Figure 1. Routing congestion (run 1).
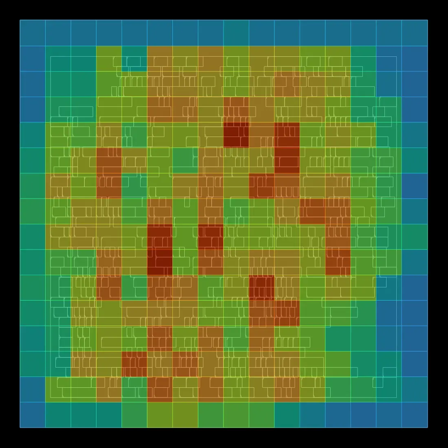
Figure 2. Nets reached from selected ports (run 1).
Bar = 20 um.
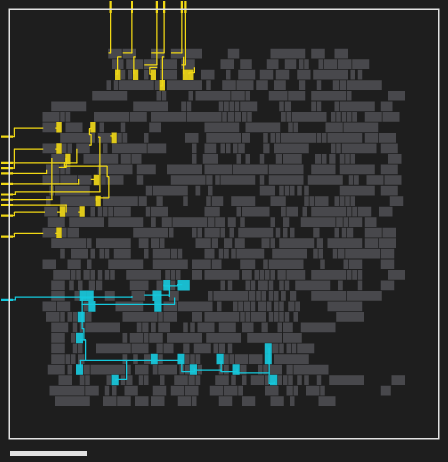
Figure 3. Where the registers sit (run 1).
Bar = 20 um. Other sequential cells in the stronger grey, the rest of the logic in the fainter grey.
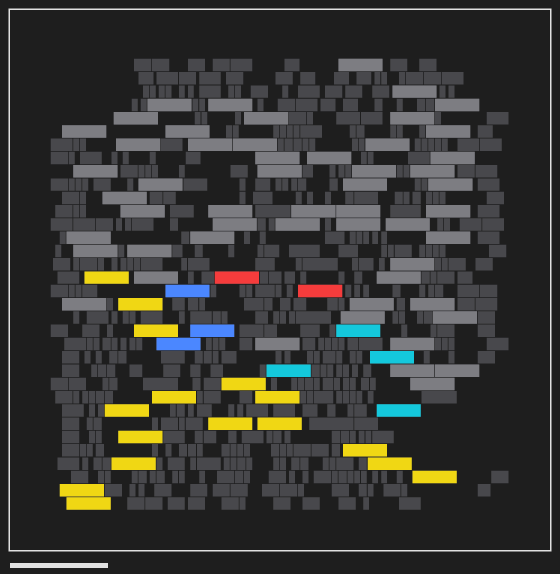
Figure 4. Close-up of the layout (run 1).
Bar = 10 um. Window x 15 to 40, y 15 to 40 um. Cells in grey, sequential cells in the stronger grey; small squares are vias.
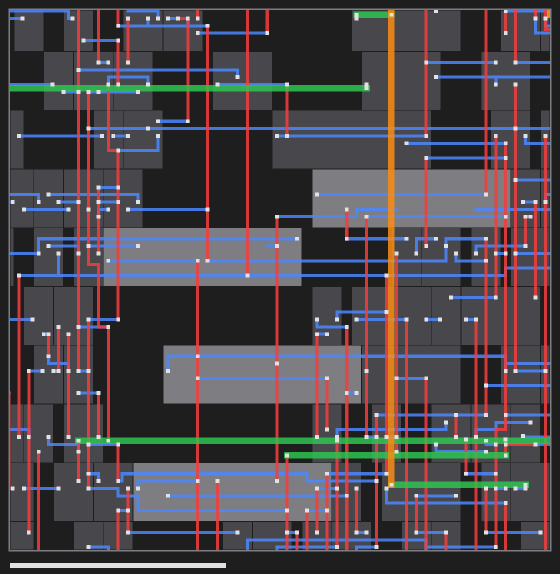
`src/rtl/mem_arb_pkg.sv`:
```
// Shared types for the memory port arbiter: FSM states, requester IDs and the
// wait-counter width.
package mem_arb_pkg;

  typedef enum logic [1:0] {
    IDLE,
    ACCESS,
    RESP
  } state_e;

  typedef enum logic [1:0] {
    REQ_IF,
    REQ_D,
    REQ_DBG
  } req_id_e;

  localparam int WAIT_CNT_W = 4;

endpackage

```
`src/rtl/mem_arb_wait_cnt.sv`:
```
// Memory wait-state counter: loaded at grant, counts down while the access is
// in progress, reports when the final access cycle has been reached.
module mem_arb_wait_cnt
  import mem_arb_pkg::*;
(
  input  logic                  clk,
  input  logic                  rst_n,
  input  logic                  load,
  input  logic [WAIT_CNT_W-1:0] value,
  input  logic                  dec,
  output logic                  zero
);

  logic [WAIT_CNT_W-1:0] r_cnt;

  always_ff @(posedge clk or negedge rst_n) begin
    if (!rst_n) begin
      r_cnt <= '0;
    end else if (load) begin
      r_cnt <= value;
    end else if (dec && (r_cnt != '0)) begin
      r_cnt <= r_cnt - 1'b1;
    end
  end

  assign zero = (r_cnt == '0);

endmodule

```
`src/rtl/mem_port_arbiter.sv`:
```
// Two-requester (fetch/data) single-port memory arbiter with fetch starvation
// guard. Define MEM_ARB_DEBUG_PORT_EN to add a lowest-priority debug port.
module mem_port_arbiter
  import mem_arb_pkg::*;
#(
  parameter int ADDR_W       = 16,
  parameter int DATA_W       = 16,
  parameter int WAIT_STATES  = 1,
  parameter int STARVE_LIMIT = 4
) (
  input  logic              CLK,
  input  logic              Reset,
  input  logic              if_req,
  input  logic [ADDR_W-1:0] if_addr,
  output logic              if_ack,
  output logic [DATA_W-1:0] if_rdata,
  input  logic              d_req,
  input  logic              d_we,
  input  logic [ADDR_W-1:0] d_addr,
  input  logic [DATA_W-1:0] d_wdata,
  output logic              d_ack,
  output logic [DATA_W-1:0] d_rdata,
`ifdef MEM_ARB_DEBUG_PORT_EN
  input  logic              dbg_req,
  input  logic              dbg_we,
  input  logic [ADDR_W-1:0] dbg_addr,
  input  logic [DATA_W-1:0] dbg_wdata,
  output logic              dbg_ack,
  output logic [DATA_W-1:0] dbg_rdata,
`endif
  output logic              mem_en,
  output logic              mem_we,
  output logic [ADDR_W-1:0] mem_addr,
  output logic [DATA_W-1:0] mem_wdata,
  input  logic [DATA_W-1:0] mem_rdata,
  output logic              busy
);

  localparam int STARVE_W = (STARVE_LIMIT < 1) ? 1 : $clog2(STARVE_LIMIT + 1);
  localparam logic [STARVE_W-1:0]   STARVE_MAX = STARVE_W'(STARVE_LIMIT);
  localparam logic [WAIT_CNT_W-1:0] WAIT_INIT  = WAIT_CNT_W'(WAIT_STATES);

  state_e              r_state;
  req_id_e             r_winner;
  logic [STARVE_W-1:0] r_starve;
  logic                r_mem_en, r_mem_we, r_if_ack, r_d_ack;
  logic [ADDR_W-1:0]   r_mem_addr;
  logic [DATA_W-1:0]   r_mem_wdata, r_if_rdata, r_d_rdata;

  req_id_e w_winner;
  logic    w_dbg_req, w_any_req, w_load, w_dec, w_zero;

`ifdef MEM_ARB_DEBUG_PORT_EN
  logic              r_dbg_ack;
  logic [DATA_W-1:0] r_dbg_rdata;
  assign w_dbg_req = dbg_req;
`else
  assign w_dbg_req = 1'b0;
`endif

  // Data beats fetch unless fetch has been passed over STARVE_LIMIT times.
  always_comb begin
    w_winner  = REQ_IF;
    w_any_req = if_req | d_req | w_dbg_req;
    if (d_req && !(if_req && (r_starve == STARVE_MAX))) begin
      w_winner = REQ_D;
    end else if (if_req) begin
      w_winner = REQ_IF;
    end else if (w_dbg_req) begin
      w_winner = REQ_DBG;
    end
  end

  assign w_load = (r_state == IDLE) && w_any_req;
  assign w_dec  = (r_state == ACCESS);

  mem_arb_wait_cnt u_wait_cnt (
    .clk   (CLK),
    .rst_n (Reset),
    .load  (w_load),
    .value (WAIT_INIT),
    .dec   (w_dec),
    .zero  (w_zero)
  );

  always_ff @(posedge CLK or negedge Reset) begin
    if (!Reset) begin
      r_state     <= IDLE;
      r_winner    <= REQ_IF;
      r_starve    <= '0;
      r_mem_en    <= 1'b0;
      r_mem_we    <= 1'b0;
      r_mem_addr  <= '0;
      r_mem_wdata <= '0;
      r_if_ack    <= 1'b0;
      r_d_ack     <= 1'b0;
      r_if_rdata  <= '0;
      r_d_rdata   <= '0;
`ifdef MEM_ARB_DEBUG_PORT_EN
      r_dbg_ack   <= 1'b0;
      r_dbg_rdata <= '0;
`endif
    end else begin
      case (r_state)
        IDLE: begin
          if (!if_req) r_starve <= '0;
          if (w_any_req) begin
            r_state  <= ACCESS;
            r_winner <= w_winner;
            r_mem_en <= 1'b1;
            case (w_winner)
              REQ_D: begin
                r_mem_addr  <= d_addr;
                r_mem_we    <= d_we;
                r_mem_wdata <= d_wdata;
              end
`ifdef MEM_ARB_DEBUG_PORT_EN
              REQ_DBG: begin
                r_mem_addr  <= dbg_addr;
                r_mem_we    <= dbg_we;
                r_mem_wdata <= dbg_wdata;
              end
`endif
              default: begin
                r_mem_addr  <= if_addr;
                r_mem_we    <= 1'b0;
                r_mem_wdata <= '0;
              end
            endcase
            if (w_winner == REQ_IF) begin
              r_starve <= '0;
            end else if ((w_winner == REQ_D) && if_req) begin
              r_starve <= r_starve + 1'b1;
            end
          end
        end
        ACCESS: begin
          // Final access cycle: sample memory, release the bus, raise the ack.
          if (w_zero) begin
            r_state  <= RESP;
            r_mem_en <= 1'b0;
            r_mem_we <= 1'b0;
            case (r_winner)
              REQ_IF: begin
                r_if_rdata <= mem_rdata;
                r_if_ack   <= 1'b1;
              end
              REQ_D: begin
                if (!r_mem_we) r_d_rdata <= mem_rdata;
                r_d_ack <= 1'b1;
              end
`ifdef MEM_ARB_DEBUG_PORT_EN
              REQ_DBG: begin
                if (!r_mem_we) r_dbg_rdata <= mem_rdata;
                r_dbg_ack <= 1'b1;
              end
`endif
              default: ;
            endcase
          end
        end
        default: begin
          r_state  <= IDLE;
          r_if_ack <= 1'b0;
          r_d_ack  <= 1'b0;
`ifdef MEM_ARB_DEBUG_PORT_EN
          r_dbg_ack <= 1'b0;
`endif
        end
      endcase
    end
  end

  assign mem_en    = r_mem_en;
  assign mem_we    = r_mem_we;
  assign mem_addr  = r_mem_addr;
  assign mem_wdata = r_mem_wdata;
  assign if_ack    = r_if_ack;
  assign if_rdata  = r_if_rdata;
  assign d_ack     = r_d_ack;
  assign d_rdata   = r_d_rdata;
  assign busy      = (r_state != IDLE);
`ifdef MEM_ARB_DEBUG_PORT_EN
  assign dbg_ack   = r_dbg_ack;
  assign dbg_rdata = r_dbg_rdata;
`endif

endmodule

```
`config.mk`:
```
export PLATFORM = sky130hd
export DESIGN_NAME = mem_port_arbiter
export DESIGN_NICKNAME = d
export VERILOG_FILES = /design/src/rtl/mem_arb_pkg.sv /design/src/rtl/mem_arb_wait_cnt.sv /design/src/rtl/mem_port_arbiter.sv
export SDC_FILE = /design/constraint.sdc
export NUM_CORES = 1
export LEC_CHECK = 0
export ABC_AREA = 1
export CAP_MARGIN = 25
export CORE_MARGIN = 8
export CORE_UTILIZATION = 40
export DETAILED_ROUTE_END_ITERATION = 10
export PLACE_DENSITY_LB_ADDON = 0.2
export SYNTH_ARGS = -nofsm -noshare
export SYNTH_HDL_FRONTEND = slang
export SYNTH_HIERARCHICAL = 1
export SYNTH_SLANG_ARGS = --single-unit
```
`constraint.sdc`:
```
create_clock -name CLK -period 1.6 [get_ports CLK]
set_input_delay 0.24 -clock CLK [delete_from_list [all_inputs] [get_ports CLK]]
set_output_delay 0.24 -clock CLK [all_outputs]
set_load 0.02 [all_outputs]
```
==> run notes, run 1 <==
Implementation status.

- The count of final hold-check violations is 0.
- The number of fillers in the final layout is 787.
- The reg-to-reg critical path endpoint is d_rdata[3]$_DFFE_PN0P_.
- Summed over all nets, the half-perimeter wirelength after detailed placement is 7.601 mm.
- The number of distinct library cell variants in the gate-level netlist after synthesis is 26.
- The number of cell instances after yosys synthesis is 444.
- The total global routing overflow is 0.
- The number of failing setup endpoints in the final timing report is 0.
- The commonest register cell after synthesis is sky130_fd_sc_hd__dfrtp_1.
- The die covers 12,220 sq um.
- The chip width is 110.6 um.
- The stage delay of the slowest cell on the critical path is 0.62 ns.
- The first global-routing pass estimated 16.59 mm of wire.
- The type of the setup path with the least slack is flop to output port.
- The initial antenna violation count is 0.
- The number of max-cap violations is 0.
- Sorting the Yosys area breakdown by cell type puts at the top sky130_fd_sc_hd__dfrtp_1.
- The average cell area after synthesis is 8.054 sq um.
- According to the hold report, the worst path is of the primary input to async pin type.
- The flow ran to the end, and the final reports show no timing, DRC or antenna violations.
- In the synthesized netlist, the number of instances is 444.
- At the end of routability-driven placement, the weighted congestion stood at 0.8051.
- The core region is 8678 sq um.
- STA classifies the critical path endpoint as an output port.
- The number of enable-type register cells in the synthesized netlist is 0.
- The timing report gives the clock slew at the launch and capture registers of the worst setup and hold paths as 0.08 ns.
- TritonCTS built the clock tree.
- The chip area line in the Yosys stat output reads 3576 sq um.
- Compared with the post-synthesis result, the final layout area differs by 53.43%.
- The leakage power of the design is 3.245 nW.
- The core utilization at floorplan is 0.4121.
- The detailed router placed 3,369 vias in this run.
- The number of rows in the core area is 34.
- The post-synth design cell area is 3576 sq um.
- The worst-case clock skew is 0.01098 ns.
- In this run the clock root is driven by a sky130_fd_sc_hd__clkbuf_8.
- The tool warning count is 27.
- The minimum setup slack among reg-to-reg paths is 0.13 ns.
- In the final report, the number of pins over their slew limit comes to 0.
- The register area share after synthesis is 0.5458.
- The total DRC errors in the routed layout is 0.
- For this run, the number of Yosys warnings is 6.
- The worst setup path is launched from a flop.
- The share of flip-flops with an asynchronous set or reset is 1.000.
- The worst reg2reg path startpoint is u_wait_cnt/r_cnt[0]$_DFFE_PN0P_.
- The die height is 110.6 um.
- Static timing analysis puts the maximum clock frequency at 639.9 MHz.
- Dividing total power by cell area gives a power density of 1878 nW/um^2.
- Of the cells placed in the final design, the portion with a size suffix greater than 1 is 0.09917.
- The worst hold margin is 0.3591 ns.
- After detailed routing, the total wire length is 9.969 mm.
- The number of cells on the worst reg-to-reg path is 9.
- Counting instances in the post-synthesis netlist gives the leading cell types as sky130_fd_sc_hd__nand2_1 (215), sky130_fd_sc_hd__dfrtp_1 (78), sky130_fd_sc_hd__nand3_1 (55).
- Among all cell types in the netlist, the one instantiated most often is sky130_fd_sc_hd__nand2_1.
- Listed in order, past its start point the critical path passes clkdlybuf4s50_1.
- The via count of the first global-routing pass is 3,416.
- The clock net sink count is 78.
- On the critical path, the stage with the largest delay is an instance of sky130_fd_sc_hd__clkdlybuf4s50_1.
- The violation count after the first detailed-route iteration is 135.
- The combined buffer and inverter count along the critical path is 1.
- The register bit total from synthesis is 78.
- By area the synthesized netlist is led by sky130_fd_sc_hd__dfrtp_1 (55%), sky130_fd_sc_hd__nand2_1 (23%), sky130_fd_sc_hd__nand3_1 (7.7%).
- The share of the clock period used by the worst path is 0.9767.
- After detailed routing, the number of vias per cell comes to 4.725.
- The number of input and output port buffers inserted is 137.
- Per the skew report, the later register of the worst-skew pair sees a clock latency of 0.35 ns.
- The total number of cells along the worst setup path is 1.
- At the worst endpoint, the arrival time is 1.32 ns.
- According to the report, the first pass of detailed routing completed in 4 iterations.
- The top cell type's share of synthesized area is 0.5458.
- The number of top-level pins is 138.
- The worst ir drop on vdd is 0.7372 mV.
- Entering global routing, the biggest net connects 51 pins.
- For the final routed database, the setup TNS stands at 0 ns.
- The critical path maximum fanout is 2.
- The buffer levels on the longest clock path is 2.
-- Figure 1 (at the start) --
GR Layer Usage met2: 0.2659
WL per Instance: 13.98 um
gr usage total: 0.1632
global routing's busiest layer: met2
met3 usage in global routing: 0.05195

-- Figure 2 (at the start) --
port	colour	bits	direction	edge	end cells	buffers	wire
`d_req`	cyan	1	input	left	19	2	171 um
`d_wdata`	yellow	16	input	10 left, 6 top	16	16	319 um

-- Figure 3 (at the start) --
netlist name	colour	flops
`mem_addr`	yellow	16
`r_starve`	blue	3
`u_wait_cnt/r_cnt`	cyan	4
`r_state`	red	2

-- Figure 4 (at the start) --
layer	colour
metal 3	green
metal 1	blue
metal 4	orange
metal 2	red
netlist names of flops here include	`mem_addr` (4)
sequential cells in the window	4
most frequent	nand3_1 (15), nand2_1 (12), inv_1 (11)
cells with their middle in the window	54

-- run 1: repair_timing --
item | 4_1_cts | 5_1_grt
hold buffers | 1 | 0
setup endpoints to repair | 15 | 74
pin swaps | 0 | 3
endpoints found under the hold margin | 28 | 0
setup buffers | 0 | 0
resized | 15 | 51
gates cloned | 0 | 1
-- run 1: worst max path at each step --
stage                                         start                       to  slack [ns]
finish                     mem_addr[10]$_DFFE_PN0P_             mem_addr[10]        0.04
global route        u_wait_cnt/r_cnt[0]$_DFFE_PN0P_   d_rdata[0]$_DFFE_PN0P_      0.0005
CTS                         mem_addr[1]$_DFFE_PN0P_              mem_addr[1]       0.003
detailed placement  u_wait_cnt/r_cnt[0]$_DFFE_PN0P_   d_rdata[1]$_DFFE_PN0P_        0.03
global placement                              d_req  mem_addr[8]$_DFFE_PN0P_        0.08
floorplan           u_wait_cnt/r_cnt[0]$_DFFE_PN0P_  if_rdata[0]$_DFFE_PN0P_        0.04
-- run 1: power breakdown --
part	internal (mW)	switching, mW	leakage (nW)
clock network	0.558	0.722	0.0820
logic	2.32	3.22	2.20
registers	2.92	0.565	0.958
total	5.79	4.51	3.25
-- run 1: kinds of logic (layout without fill, tap and decap cells) --
logic type                 after synthesis  in the layout  synth area share
AOI/OAI and AO/OA                       10             10           0.01609
adders and majority gates                3              3           0.01050
buffers and inverters                   63            221           0.07557
DFF                                     78             78            0.5458
other                                    2              4          0.002100
and+or+nand+nor                        288            289            0.3499
-- run 1: area by class of cell --
| cell class | instances | area (sq um) | area share |
|---|---|---|---|
| clock buffer | 10 | 127.6 | 0.02326 |
| inverter | 49 | 183.9 | 0.03352 |
| multi-input combinational | 306 | 1403 | 0.2556 |
| sequential | 78 | 1952 | 0.3558 |
| tap | 108 | 135.1 | 0.02463 |
| clock inverter | 6 | 38.79 | 0.007070 |
| timing repair buffer | 156 | 1647 | 0.3001 |
-- run 1: per-layer routing --
metal / global-route usage / vias up / wire [um]
met5: 0 / - / 0
met4: 0.07207 / 0 / 189
met3: 0.05195 / 14 / 643
met2: 0.2659 / 106 / 4826
met1: 0.1922 / 1584 / 4310
li1: - / 1665 / -
-- run 1: flip-flops by register name, summed over array words and instances (netlist names), 2 cells and up --
signal and flops:
r_state 2, r_starve 3, d_rdata 16, mem_addr 16, u_wait_cnt/r_cnt 4, if_rdata 16
mem_wdata 16
-- run 1: through the flow --
stage               cells  area, sq um  total power, mW  setup slack [ns]    util
floorplan             446         3583            6.533           0.04403       -
global placement      695         5174            9.113           0.08487  0.5962
detailed placement    695         5174            9.247           0.03256  0.5962
CTS                   712         5331            10.42          0.002620  0.6143
global route          713         5487            11.15         0.0005433  0.6322
finish                713         5487            10.30           0.03733  0.6322
-- run 1: placed cells by master, fill, tap and decap left out, drive strengths merged --
master,synthesis,final
nand3b,2,2
inv,48,48
o21ai,6,6
nor2,7,7
a21oi,1,1
clkinv,1,5
a31oi,2,2
dfrtp,78,78
dlymetal6s2s,0,41
ha,3,3
nand2,222,222
dlygate4sd2,0,15
conb,2,4
o22ai,1,1
clkinvlp,0,2
dlygate4sd3,0,1
nand3,57,58
clkdlybuf4s50,0,80
buf,11,19
clkbuf,3,10
==> run 2: changes to the inputs <==
--- a/config.mk
+++ b/config.mk
@@ -11,6 +11,7 @@
 export CORE_UTILIZATION = 40
 export DETAILED_ROUTE_END_ITERATION = 10
 export PLACE_DENSITY_LB_ADDON = 0.2
+export REMOVE_ABC_BUFFERS = 1
 export SYNTH_ARGS = -nofsm -noshare
 export SYNTH_HDL_FRONTEND = slang
 export SYNTH_HIERARCHICAL = 1
==> constraint.sdc (replaced) <==
create_clock -name CLK -period 1.3 [get_ports CLK]
set_input_delay 0.325 -clock CLK [delete_from_list [all_inputs] [get_ports CLK]]
set_output_delay 0.325 -clock CLK [all_outputs]
set_load 0.02 [all_outputs]
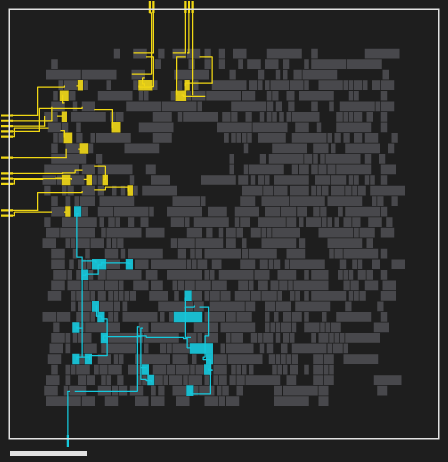
Figure 5: run 2, nets reached from selected ports.
Bar = 20 um.
port	colour	bits	direction	edge	end cells	buffers	wire
`d_wdata`	yellow	16	input	11 left, 5 top	16	16	352 um
`d_req`	cyan	1	input	bottom	19	4	229 um
top-level I/O count: 138
count of buffers from port buffering: 137

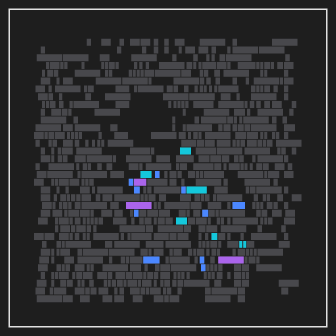
Figure 6: run 2, selected gate families.
family	colour	cells
nor cells	cyan	7
fa/ha/maj cells	purple	3
aoi and oai cells	blue	10

==> run 2 against run 1 <==
  * The run now ends with negative hold slack, negative setup slack left
  * Die area is the same
  * Combinational power grew 39%
  * Utilization grew 3.3 points
  * Hold slack lost 0.41 ns
  * Clock power grew 33%
  * Clock skew grew 0.0024 ns
  * Worst setup slack lost 0.19 ns
  * Final area grew 5.3%
  * Sequential power grew 26%
  * Synthesized cell count is the same
  * Largest cell class unchanged
  * Largest power group unchanged
  * Highest routed layer unchanged
==> run notes, run 2 <==
Implementation status.

- The flow ran to the end, but the final reports show violations.
- The checks that failed: negative hold slack, negative setup slack.
- The HPWL reported at the end of detailed placement is 7.649 mm.
- The power after layout is 13.79 mW.
- The initial antenna violation count is 0.
- For this design the static power due to leakage is 3.077 nW.
- The final standard cell count with taps included and fillers excluded is 747.
- 0 antenna diodes ended up in the layout.
- The report lists the power per cell area as 2388 nW/um^2.
- The final timing summary puts the cycle share of the worst path at 1.114.
- A synthesized cell averages 8.054 sq um.
- At the worst endpoint, the required time is 1.53 ns.
- For this design, the CTS-stage hold fixing added 0 buffers.
- Max-slew check failures listed in the final report amount to 0.
- The clock net sink count is 78.
- The combined buffer and inverter count along the critical path is 4.
- The overall via count from detail_route is 3,582.
- The kind of cell with the highest combined delay on the critical path is simple AND/OR/NAND/NOR gates.
- met2 is the most crowded layer.
- The share of the Yosys chip area taken by registers is 0.5458.
- The largest fanout of any net on the critical path is 8.
- The violation count after the first detailed-route iteration is 136.
- Relative to the synthesized area, the layout overhead comes to 61.51%.
- Data arrives at the worst endpoint at 1.68 ns.
- The chip width is 110.6 um.
- The count of final hold-check violations is 17.
- For the finished layout, the period the worst path requires is 1.448 ns.
- According to the floorplan report, the placeable core area is 8678 sq um.
- Per the power-grid run, VDD falls by no more than 1.161 mV.
- The floorplan die area is 12,220 sq um.
- The proportion of layout cells with a drive suffix above 1 is 0.3662.
- The setup slack after layout is -0.1477 ns.
- The share of flip-flops with an asynchronous set or reset is 1.000.
- The total DRC errors in the routed layout is 0.
- By count the netlist is led by sky130_fd_sc_hd__nand2_1 (215), sky130_fd_sc_hd__dfrtp_1 (78), sky130_fd_sc_hd__nand3_1 (55).
- The type of the setup path with the least slack is flop to flop.
- The cell count after synthesis is 444.
- The type of destination of the critical path is a flop.
- The final weighted congestion recorded by global placement is 0.8021.
- The highest clock rate this design can be run at is 690.7 MHz.
- The residual antenna-violating net count after detailed routing is 0.
- The met1 usage in global routing is 0.2127.
- The vias per cell is 4.795.
- The kind of start point of the critical path is a flop.
- Entering global routing, the biggest net connects 79 pins.
- The report lists the cells along the critical path as inv_2 > ha_4 > nand2_4 > inv_4 > inv_4 > nor2_8 > buf_4 > nand3_4 > nand2_2 > nand2_1.
- Per the synth stats, the flop cell with the highest instance count is sky130_fd_sc_hd__dfrtp_1.
- Leaving out fill and tap cells, the most frequent cell in the layout is sky130_fd_sc_hd__nand2_1.
- TritonCTS created 9 clock buffers.
- The placed instance area is 5284 sq um.
- STA reports the tightest min-delay check as being of type primary input to async pin.
- The worst-case clock skew is 0.01337 ns.
- Looking at the clock tree report, the maximum root-to-sink buffer count equals 2.
- The global routing report lists combined usage of all routing layers as 0.1746.
- The H-tree was split into 3 levels.
- The die is 110.6 um tall.
- Sorting the synthesized cells by area gives the leading types as sky130_fd_sc_hd__dfrtp_1 (55%), sky130_fd_sc_hd__nand2_1 (23%), sky130_fd_sc_hd__nand3_1 (7.7%).
- The via count of the first global-routing pass is 3,643.
- The most frequent cell on the critical path is sky130_fd_sc_hd__inv_4.
- The post-synthesis cell type with the largest combined area is sky130_fd_sc_hd__dfrtp_1.
- Recorded from the global router log, the overflow total was 0.
- The number of distinct library cell variants in the gate-level netlist after synthesis is 26.
- The number of enable-type register cells in the synthesized netlist is 0.
- TritonCTS built the clock tree.
- The number of fillers in the final layout is 708.
- Once placement completed, the tool counted placed cells totaling 708.
- The core utilization at floorplan is 0.4121.
- The clock-pin transition on the worst setup and hold timing paths is 0.09 ns.
- Setup repair after global routing could not meet its margin everywhere.
- The end-of-flow timing check tallies setup violations at 35.
- The master of the slowest instance on the critical path is sky130_fd_sc_hd__dfrtp_1.
- OpenROAD emitted warnings numbering 28.
- The number of cell instances after yosys synthesis is 444.
- The number of nets in the layout is 706.
- Counting flops and latches in the post-synthesis netlist gives 78.
- The first global-routing pass estimated 17.92 mm of wire.
- Yosys printed 6 warnings.
- The post-synth design cell area is 3576 sq um.
- The cell sitting at the root of the clock tree is a sky130_fd_sc_hd__clkbuf_8.
- The number of max-cap violations is 0.
- For this run, the chip area from Yosys synthesis comes to 3576 sq um.
- The count of TritonRoute iterations in the first routing pass is 4.
- By instance count, the leading cell after synthesis is sky130_fd_sc_hd__nand2_1.
- The final design area excluding fillers is 5776 sq um.
- The worst hold margin is -0.05053 ns.
- The top cell type's share of synthesized area is 0.5458.
- The clock insertion delay at the later pin of the skew report is 0.35 ns.
- The number of rows in the core area is 34.
- The library cells used most frequently in the layout, excluding fill and tap cells, are sky130_fd_sc_hd__nand2_1 (169), sky130_fd_sc_hd__dfrtp_1 (77), sky130_fd_sc_hd__clkdlybuf4s50_1 (65), sky130_fd_sc_hd__buf_2 (65).
- In the post-route report, total wirelength is listed as 11.47 mm.
- For this run, the slowest stage of the critical path takes 0.40 ns.
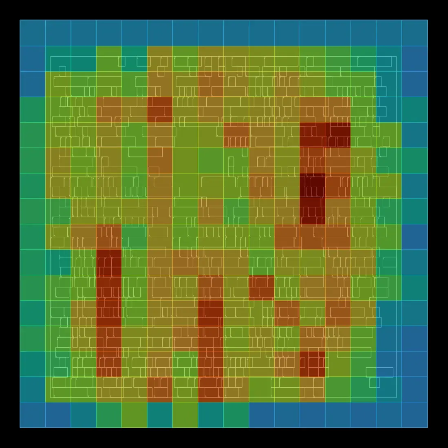
Figure 7: run 2, routing congestion.
met3 usage in global routing: 0.06656
fraction of the core area covered by cells at the end of the flow: 0.6655
GR Layer Usage met2: 0.2770
WL per Instance: 15.36 um

## run 2: cell counts after synthesis
Identical to the previous run, type by type.
## run 2: what timing repair did
item                                    in CTS  in global routing
gates resized                              301                 97
buffers inserted                             9                  9
cloned                                       2                  4
endpoints found under the setup margin     127                 73
pin swaps                                   10                 27
## run 2: where the power goes
part,internal (mW),switching [mW]
Combinational,3.15,4.57
Clock,0.752,0.945
Sequential,3.59,0.780
Total,7.50,6.30
## run 2: final cells by class
type                            count  area, sq um  share of cell area
Multi-Input combinational cell    308         1715              0.2970
Sequential cell                    78         1953              0.3382
Tap cell                          108        135.1             0.02340
Timing Repair Buffer              187         1584              0.2743
Clock buffer                       10        137.6             0.02383
Inverter                           49        200.2             0.03466
Clock inverter                      6        45.04            0.007799
Timing Repair inverter              1        5.005           0.0008666
## run 2: final timing paths
check,cells past startpoint,slack [ns],end,from
worst max-delay path,10,-0.15,d_rdata[11]$_DFFE_PN0P_,u_wait_cnt/r_cnt[1]$_DFFE_PN0P_
worst min-delay path,2,-0.05,if_rdata[4]$_DFFE_PN0P_,Reset
worst max register to register,10,-0.15,d_rdata[11]$_DFFE_PN0P_,u_wait_cnt/r_cnt[1]$_DFFE_PN0P_
worst min register to register,2,0.48,if_rdata[1]$_DFFE_PN0P_,if_rdata[1]$_DFFE_PN0P_
max in group asynchronous,2,0.94,r_winner[0]$_DFFE_PN0P_,Reset
min in group CLK,3,0.45,r_starve[2]$_DFFE_PN0P_,if_req
## run 2: per-layer routing
metal / vias up / wire length (um)
met5: - / 0
met4: 0 / 192
met3: 18 / 878
met2: 126 / 5510
met1: 1693 / 4892
li1: 1745 / -
## run 2: cell families after synthesis
logic type,count (synthesis),synth area share
flops,78,0.5458
buf+inv,63,0.07557
simple gates,288,0.3499
other cells,2,0.002100
fa+ha+maj,3,0.01050
compound gates,10,0.01609
## run 2: metrics by stage
stage | TNS, ns | worst slack (ns)
floorplan | -25.42 | -0.5825
global placement | -17.41 | -0.2798
detailed placement | -20.11 | -0.3347
CTS | -3.474 | -0.1415
global route | -6.753 | -0.2059
finish | -3.972 | -0.1477
No activity file was given, so power comes from the tool's default toggle rates.
